<file path="src/rtl/pulse_stretcher_if.sv">
// pulse_stretcher_if
//   Groups the event input and the stretched-pulse status outputs of
//   pulse_stretcher into one bundle.
//   Signals:
//     in       event input (one event per cycle sampled high)
//     out      stretched pulse output
//     busy     high while a window or gap is in progress
//     pending  number of queued events not yet started
//     overflow sticky dropped-event flag (only with PULSE_STRETCH_OVF_EN)
//   Modports: master = event source / observer, slave = pulse_stretcher.
interface pulse_stretcher_if #(
  parameter int PEND_W = 3
);
  logic              in;
  logic              out;
  logic              busy;
  logic [PEND_W-1:0] pending;
`ifdef PULSE_STRETCH_OVF_EN
  logic              overflow;

  modport master (output in, input out, input busy, input pending, input overflow);
  modport slave  (input in, output out, output busy, output pending, output overflow);
`else
  modport master (output in, input out, input busy, input pending);
  modport slave  (input in, output out, output busy, output pending);
`endif
endinterface

</file>
<file path="src/rtl/pulse_stretcher.sv">
// pulse_stretcher
//   Turns single-cycle event pulses into fixed-width level pulses: each
//   accepted event gives one HOLD_CYCLES-wide high window on out followed by
//   a GAP_CYCLES-wide low gap. Events arriving while a window or gap is in
//   progress are counted in a saturating pending counter and replayed.
//   Optional feature macro: PULSE_STRETCH_OVF_EN adds a sticky overflow flag
//   that is set when an event is dropped because pending is saturated.
//   Ports:
//     clk  system clock, rising edge
//     rst  asynchronous active-high reset
//     bus  pulse_stretcher_if.slave (in, out, busy, pending[, overflow])
module pulse_stretcher #(
  parameter int HOLD_CYCLES = 4,
  parameter int GAP_CYCLES  = 2,
  parameter int PEND_W      = 3
) (
  input  logic               clk,
  input  logic               rst,
  pulse_stretcher_if.slave   bus
);

  localparam int MAX_CYC = (HOLD_CYCLES > GAP_CYCLES) ? HOLD_CYCLES : GAP_CYCLES;
  localparam int TMR_W   = $clog2(MAX_CYC + 1);

  // Timer counts down remaining edges of the current phase; zero marks the last edge.
  localparam logic [TMR_W-1:0]  HOLD_LOAD = TMR_W'(HOLD_CYCLES - 1);
  localparam logic [TMR_W-1:0]  GAP_LOAD  = TMR_W'(GAP_CYCLES - 1);
  localparam logic [TMR_W-1:0]  TMR_ZERO  = {TMR_W{1'b0}};
  localparam logic [TMR_W-1:0]  TMR_ONE   = TMR_W'(1);
  localparam logic [PEND_W-1:0] PEND_MAX  = {PEND_W{1'b1}};
  localparam logic [PEND_W-1:0] PEND_ZERO = {PEND_W{1'b0}};
  localparam logic [PEND_W-1:0] PEND_ONE  = PEND_W'(1);

  typedef enum logic [1:0] {
    IDLE = 2'd0,
    HOLD = 2'd1,
    GAP  = 2'd2
  } state_t;

  state_t            state_r, state_s;
  logic [TMR_W-1:0]  timer_r, timer_s;
  logic [PEND_W-1:0] pending_r, pending_s;
  logic              out_r;
  logic              busy_r;
  logic              timer_done_s;
  logic              enq_s;
`ifdef PULSE_STRETCH_OVF_EN
  logic              overflow_r;
  logic              ovf_set_s;
`endif

  // Next-state, timer and pending-counter logic.
  always_comb begin
    state_s      = state_r;
    timer_s      = timer_r;
    pending_s    = pending_r;
    timer_done_s = (timer_r == TMR_ZERO);
    // An event is queued during HOLD and during every GAP edge except the last;
    // on the last GAP edge it is consumed directly by the decision below.
    enq_s        = bus.in && ((state_r == HOLD) || ((state_r == GAP) && !timer_done_s));
`ifdef PULSE_STRETCH_OVF_EN
    ovf_set_s    = 1'b0;
`endif

    if (enq_s) begin
      if (pending_r != PEND_MAX) begin
        pending_s = pending_r + PEND_ONE;
      end else begin
`ifdef PULSE_STRETCH_OVF_EN
        ovf_set_s = 1'b1;
`endif
        pending_s = pending_r;
      end
    end else begin
      pending_s = pending_r;
    end

    case (state_r)
      IDLE: begin
        if (bus.in) begin
          state_s = HOLD;
          timer_s = HOLD_LOAD;
        end else begin
          state_s = IDLE;
        end
      end
      HOLD: begin
        if (timer_done_s) begin
          state_s = GAP;
          timer_s = GAP_LOAD;
        end else begin
          timer_s = timer_r - TMR_ONE;
        end
      end
      GAP: begin
        if (timer_done_s) begin
          if (pending_r != PEND_ZERO) begin
            state_s = HOLD;
            timer_s = HOLD_LOAD;
            // A new event on this edge replaces the one being replayed.
            if (!bus.in) begin
              pending_s = pending_r - PEND_ONE;
            end else begin
              pending_s = pending_r;
            end
          end else if (bus.in) begin
            state_s = HOLD;
            timer_s = HOLD_LOAD;
          end else begin
            state_s = IDLE;
          end
        end else begin
          timer_s = timer_r - TMR_ONE;
        end
      end
      default: begin
        state_s   = IDLE;
        timer_s   = TMR_ZERO;
        pending_s = PEND_ZERO;
      end
    endcase
  end

  // State, timer, counter and registered outputs (out/busy decoded from next state).
  always_ff @(posedge clk or posedge rst) begin
    if (rst) begin
      state_r   <= IDLE;
      timer_r   <= TMR_ZERO;
      pending_r <= PEND_ZERO;
      out_r     <= 1'b0;
      busy_r    <= 1'b0;
    end else begin
      state_r   <= state_s;
      timer_r   <= timer_s;
      pending_r <= pending_s;
      out_r     <= (state_s == HOLD);
      busy_r    <= (state_s != IDLE);
    end
  end

`ifdef PULSE_STRETCH_OVF_EN
  // Sticky overflow flag, cleared only by reset.
  always_ff @(posedge clk or posedge rst) begin
    if (rst) begin
      overflow_r <= 1'b0;
    end else if (ovf_set_s) begin
      overflow_r <= 1'b1;
    end else begin
      overflow_r <= overflow_r;
    end
  end

  assign bus.overflow = overflow_r;
`endif

  assign bus.out     = out_r;
  assign bus.busy    = busy_r;
  assign bus.pending = pending_r;

endmodule

</file>
<file path="src/flat_wrapper.sv">
// flat-port wrapper written by rule: the top's interface ports become plain ports
module pulse_stretcher_flat 
#(
  parameter int HOLD_CYCLES = 4,
  parameter int GAP_CYCLES  = 2,
  parameter int PEND_W      = 3
)
  (clk, rst, bus_in, bus_out, bus_busy, bus_pending);
  pulse_stretcher_if #(.PEND_W(PEND_W)) bus_i ();
  input  logic clk;
  input  logic rst;
  input wire logic [$bits(bus_i.in)-1:0] bus_in;
  output wire logic [$bits(bus_i.out)-1:0] bus_out;
  output wire logic [$bits(bus_i.busy)-1:0] bus_busy;
  output wire logic [$bits(bus_i.pending)-1:0] bus_pending;
  assign bus_i.in = bus_in;
  assign bus_out = bus_i.out;
  assign bus_busy = bus_i.busy;
  assign bus_pending = bus_i.pending;
  pulse_stretcher #(.HOLD_CYCLES(HOLD_CYCLES), .GAP_CYCLES(GAP_CYCLES), .PEND_W(PEND_W)) u_core (.clk(clk), .rst(rst), .bus(bus_i));
endmodule
</file>
<file path="config.mk">
export PLATFORM = sky130hd
export DESIGN_NAME = pulse_stretcher_flat
export DESIGN_NICKNAME = d
export VERILOG_FILES = /design/src/rtl/pulse_stretcher_if.sv /design/src/rtl/pulse_stretcher.sv /design/src/flat_wrapper.sv
export SDC_FILE = /design/constraint.sdc
export NUM_CORES = 1
export LEC_CHECK = 0
export CAP_MARGIN = 20
export CELL_PAD_IN_SITES_DETAIL_PLACEMENT = 0
export CELL_PAD_IN_SITES_GLOBAL_PLACEMENT = 1
export CORE_MARGIN = 2
export CORE_UTILIZATION = 42
export CTS_CLUSTER_SIZE = 40
export DETAILED_ROUTE_END_ITERATION = 16
export GPL_TIMING_DRIVEN = 0
export PLACE_DENSITY = 0.76
export SLEW_MARGIN = 10
export SYNTH_ARGS = -nofsm -noshare
export SYNTH_HDL_FRONTEND = slang
export SYNTH_SLANG_ARGS = --single-unit
</file>
<file path="constraint.sdc">
create_clock -name clk -period 5.5 [get_ports clk]
set_input_delay 0.55 -clock clk [delete_from_list [all_inputs] [get_ports clk]]
set_output_delay 0.55 -clock clk [all_outputs]
set_load 0.02 [all_outputs]
</file>
**Cell density map**

Drawn at 8 px/um. The die is cut into 9 by 9 equal tiles; black is low, pale yellow is high, 0 to 100% covered.
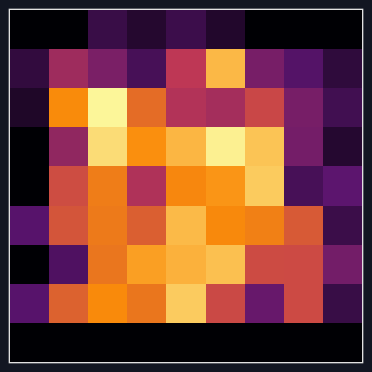
21% of the tiles are nearly empty. The densest ninth of the die: centre. The mean over all tiles is 40%. The emptiest ninth of the die: upper right.
core area: 1510 um^2
FP Core Util: 0.446
Core Util, Final: 0.530

**Metal 2**

Drawn at 8 px/um.
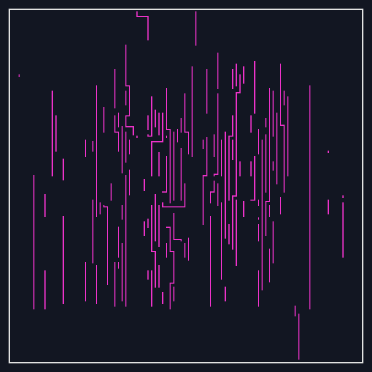
76 nets have wire on it. The longest straight run is 27.9 um. The wires run mostly vertical. The layer carries 648 um of wire. The layer holds 46% of the routed length.
WL final: 1410 um
global routing usage on met2: 0.262

**Clock wiring as the flow saved it**

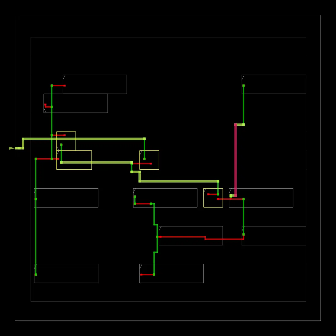
clk_lat worst skew: 0.27 ns
clk pwr: 0.0672 mW
Setup Skew: 0.00986 ns

**Register map, names as in the netlist**

Drawn at 8 px/um. Other sequential cells in the stronger grey, the rest of the logic in the fainter grey.
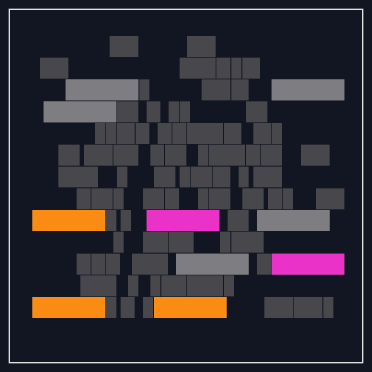
`u_core.state_r`: marked magenta, flops 2. `u_core.timer_r`: marked orange, flops 3.
area occupied by registers: 250 um^2
Seq/total area: 0.313
seq pwr: 0.133 mW

**Power grid**

Drawn at 8 px/um. Pins as bars on the die edge.
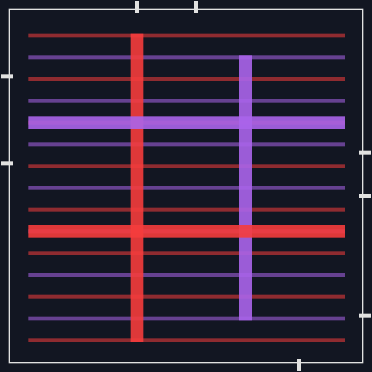
VDD: marked purple. VSS: marked red.
2 straps on met4. 8 signal pins sit on the boundary. The core has 14 rows. 15 met1 rails follow the rows.
Die X: 44.0 um
Max VDD drop: 0.000237 V

==> flow_summary.json <==
{
  "status": "finished, final reports clean",
  "min_period_ns": 1.90,
  "ctsLongestPathBuffers": 2,
  "hp-start": "u_core.timer_r[1]",
  "fmax_mhz": 526,
  "final_hold_viol_count": 0,
  "wl_per_cell_um": 13.4,
  "place_inst": 101,
  "ys_cells": 78,
  "endpoint_kind": "output port",
  "startpoint_type": "register",
  "clockRootBuffer": "clkbuf_4",
  "period_used_share": 0.346,
  "numPortBuffers": 7,
  "fin_ws_ns": 3.60,
  "hpwl_um": 983,
  "comb_area_um2": 360,
  "cts_setup_buffers": 0,
  "drt-pass1-iter-count": 4,
  "critPathKind": "register to output port",
  "power.clock.fraction": 0.142,
  "grt_pass1_wl_um": 2420,
  "worst-path-buf-inv": 1,
  "max_cap_violations": 0,
  "fin_area_um2": 798,
  "wl_met1_um": 664,
  "leakage_nw": 0.365,
  "crit_slowest_cell": "clkdlybuf4s50_1",
  "top_level_ports": 8,
  "hold_class": "register to register",
  "pre_cts_ws_ns": 3.52,
  "place_area_um2": 762,
  "cp.required_ns": 4.95,
  "cts_tree": "built",
  "drt_iter0_markers": 14,
  "crit_fanout": 7,
  "cts_inserted_buffers": 3,
  "edf_count": 0,
  "cts.hold.buffers_added": 0,
  "final_nets": 99,
  "p_int_mw": 0.264,
  "topCellsByArea": "dfrtp_1 37%, ha_1 11%, inv_1 7.3%, a21oi_1 4.5%, o21ai_0 4.5%",
  "antenna_found_initial": 0,
  "ys_area_um2": 672,
  "cts.sink_count": 10,
  "worst_pin_slew_ns": 0.426,
  "openroad.warnings": 29,
  "yosysTopAreaCell": "dfrtp_1",
  "synthArstFlopShare": 1.00,
  "rsz0062_at_grt": "no",
  "nFillCells": 141,
  "switching_power_mw": 0.211,
  "regToRegStartpoint": "u_core.timer_r[0]",
  "fp_nets": 87,
  "die_area_um2": 1940,
  "switching_share": 0.444,
  "crit_arrival_ns": 1.35,
  "dr_wl_met2_um": 647,
  "synth_top_flop_cell": "dfrtp_1",
  "postSynthSeqShare": 0.372,
  "power-top-group": "combinational logic",
  "cp-startpoint": "u_core.bus.pending[2]",
  "clk_pin_slew_ns": 0.07,
  "tns_ns": 0,
  "critPathMaxStageDelay_ns": 0.64,
  "p_seq_frac": 0.280,
  "grtUsageTotal": 0.172,
  "ant_nets": 0,
  "yosysTopAreaCellShare": 0.372,
  "area_delta_synth_final_pct": 18.8,
  "top_cell": "inv_1",
  "grt_pass1_vias": 554,
  "synth.cell_area_um2": 672,
  "viasPerCell": 5.62,
  "rows": 14,
  "busiest_layer": "met2",
  "ys_types": 28,
  "p_per_area_nw_per_um2": 595,
  "finalPower_mw": 0.475,
  "gp_congestion": 0.890,
  "grt_max_degree": 11,
  "top_cells_by_count": "13 x inv_1, 10 x dfrtp_1, 7 x nand2_1",
  "drc": 0,
  "fin_cells": 105,
  "dr_wl_met3_um": 82,
  "htree_levels": 1,
  "syn_inst": 78,
  "path_cells": "clkdlybuf4s50_1",
  "post_cts_resized": 0,
  "grt.met3_usage": 0.0750,
  "relSlewSlack": 0.713,
  "setup_violations": 0,
  "cp_top_family": "buffers and inverters",
  "overflow": 0,
  "diodes": 0,
  "syn_area_per_cell_um2": 8.61,
  "yosysWarnings": 0,
  "drive_above_1_share": 0.101,
  "vias": 590,
  "top_layer_used": "met4",
  "final_max_slew_viol_count": 0,
  "grt_use_met1": 0.225,
  "combinationalPower_mw": 0.275,
  "ys_ff": 10,
  "whs_ns": 0.526,
  "power_frac_comb": 0.578
}
## kinds of logic after synthesis
family,Yosys count,synth area share
flip-flops,10,0.372
adder cells (fa/ha/maj),6,0.112
AND-OR/OR-AND,28,0.277
AND/OR/NAND/NOR,17,0.132
multiplexers,1,0.0149
buffers and inverters,16,0.0912
## sequential cells by signal, indices dropped and copies added (netlist names)
| name | count |
|---|---|
| u_core.state_r | 2 |
| u_core.timer_r | 3 |
| u_core.bus.pending | 3 |
| u_core.bus.out | 1 |
| u_core.bus.busy | 1 |
## worst register-to-register path, delay by kind of cell (launching register included)
kind / cells / cell delay (ns)
adder cells (fa/ha/maj): 2 / 0.50
AND/OR/NAND/NOR: 1 / 0.46
flip-flops: 1 / 0.32
AND-OR/OR-AND: 2 / 0.27
multiplexers: 1 / 0.19
buffers and inverters: 1 / 0.06
## placed cells by master, fill, tap and decap left out, types with 3 or more instances in the layout
| cell | instances |
|---|---|
| dfrtp_1 | 10 |
| a21o_1 | 3 |
| nand2_1 | 7 |
| clkdlybuf4s50_1 | 7 |
| clkbuf_4 | 3 |
| o21ai_0 | 6 |
| a21oi_1 | 6 |
| inv_1 | 13 |
| ha_1 | 6 |
## path summary, 6_finish.rpt
path	endpoint	slack, ns	depth (start not counted)
min in group asynchronous	u_core.state_r[1]	0.55	2
worst min register to register	u_core.timer_r[1]	0.53	2
worst max-delay path	bus_pending[2]	3.60	1
worst max register to register	u_core.bus.pending[0]	3.62	7
worst min-delay path	u_core.timer_r[1]	0.53	2
max in group asynchronous	u_core.bus.pending[1]	4.67	2
## cell type report
cell class / count / share of cell area
buffer: 3 / 0.0157
clock buffer: 4 / 0.0455
sequential: 10 / 0.313
multi-input combinational: 52 / 0.451
tap: 16 / 0.0251
timing repair buffer: 7 / 0.0878
inverter: 13 / 0.0611
Power figures rest on the tool's default switching activity, not on a simulated workload.
